floorplan.png
The bar under the picture is 20 µm long. Pins as bars on the die edge.
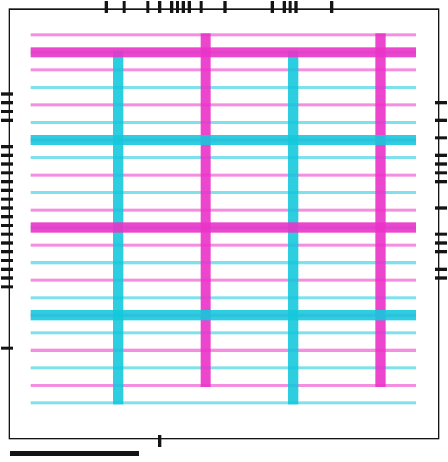
clock_wires.png
The bar under the picture is 20 µm long.
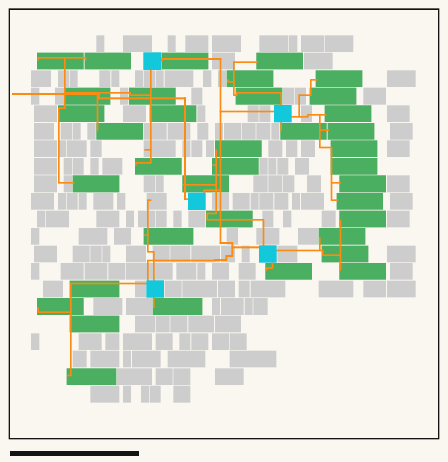
==> config.mk <==
export PLATFORM = sky130hd
export DESIGN_NAME = latch_bank_writer_flat
export DESIGN_NICKNAME = d
export VERILOG_FILES = /design/src/rtl/latch_bank_pkg.sv /design/src/rtl/latch_bank_writer_if.sv /design/src/rtl/latch_ena_decode.sv /design/src/rtl/latch_bank_writer.sv /design/src/flat_wrapper.sv
export SDC_FILE = /design/constraint.sdc
export NUM_CORES = 1
export LEC_CHECK = 0
export ABC_CLOCK_PERIOD_IN_PS = 1800
export CORE_MARGIN = 3
export CORE_UTILIZATION = 42
export CTS_BUF_LIST = sky130_fd_sc_hd__clkbuf_4 sky130_fd_sc_hd__clkbuf_8
export CTS_CLUSTER_SIZE = 28
export DETAILED_ROUTE_END_ITERATION = 16
export MAX_ROUTING_LAYER = met4
export PLACE_DENSITY = 0.82
export SYNTH_ARGS = -nofsm -noshare
export SYNTH_HDL_FRONTEND = slang
export SYNTH_SLANG_ARGS = --single-unit
==> constraint.sdc <==
create_clock -name clk -period 1.8 [get_ports clk]
set_clock_uncertainty 0.2 [all_clocks]
set_input_delay 0.36 -clock clk [delete_from_list [all_inputs] [get_ports clk]]
set_output_delay 0.36 -clock clk [all_outputs]
set_load 0.01 [all_outputs]
==> out/highlights.md <==
## Synth
* **warnings from Yosys** 0
* **summed standard-cell area reported by yosys** 1533 µm²

## Layout
* **Non-clock buffering overhead** 26.42%
* **layout cell share with drive strength beyond 1** 19.82%
* **clock-cell share of area** 2.973%
* **most frequent cells in the layout** 32 x dfxtp_1, 30 x nand2_1, 25 x clkdlybuf4s50_1
* **register fraction of the total cell area** 34.13%
* **final std cell area, no fill** 2188 µm²
* **multi-input combinational gate total** 113
* **Filler Cell Count** 295

## Power and ir drop
* **reported leakage power** 1.008 nW

## Detailed routing
* **Avg Vias per Cell** 4.836
* **wire length on met1** 1344 µm
* **highest routed layer** met4

## Run status
* **run status** finished, final reports clean

## GRT
* **global-route wire length before repair** 5071 µm
* **busiest metal layer after global routing** met2
* **antenna violations before repair** 0

## Setup path
* **crit path kind** flop to flop
* **Data required, critical path** 1.86 ns

-- floorplan.png (at the start) --
| net | color |
|---|---|
| VSS | cyan |
| VDD | magenta |
met5 straps: 4
met1 rails: 22
rows: 21
met4 straps: 4
signal pins: 51
Worst IR Drop VDD: 0.6442 mV
core region area: 3416 µm²
horizontal die size: 66.41 µm
die extent in y: 66.41 µm

-- clock_wires.png (at the start) --
[flip-flops] green | count: 37
[clock wires] orange | length: 370 µm
[clock-net drivers] cyan | count: 5
routed clock nets: 6
clock latency at the later pin of the worst-skew pair: 0.34 ns
power in the clock group: 0.000454 W
clock network fraction of design power: 19.2%

Power figures rest on the tool's default switching activity, not on a simulated workload.
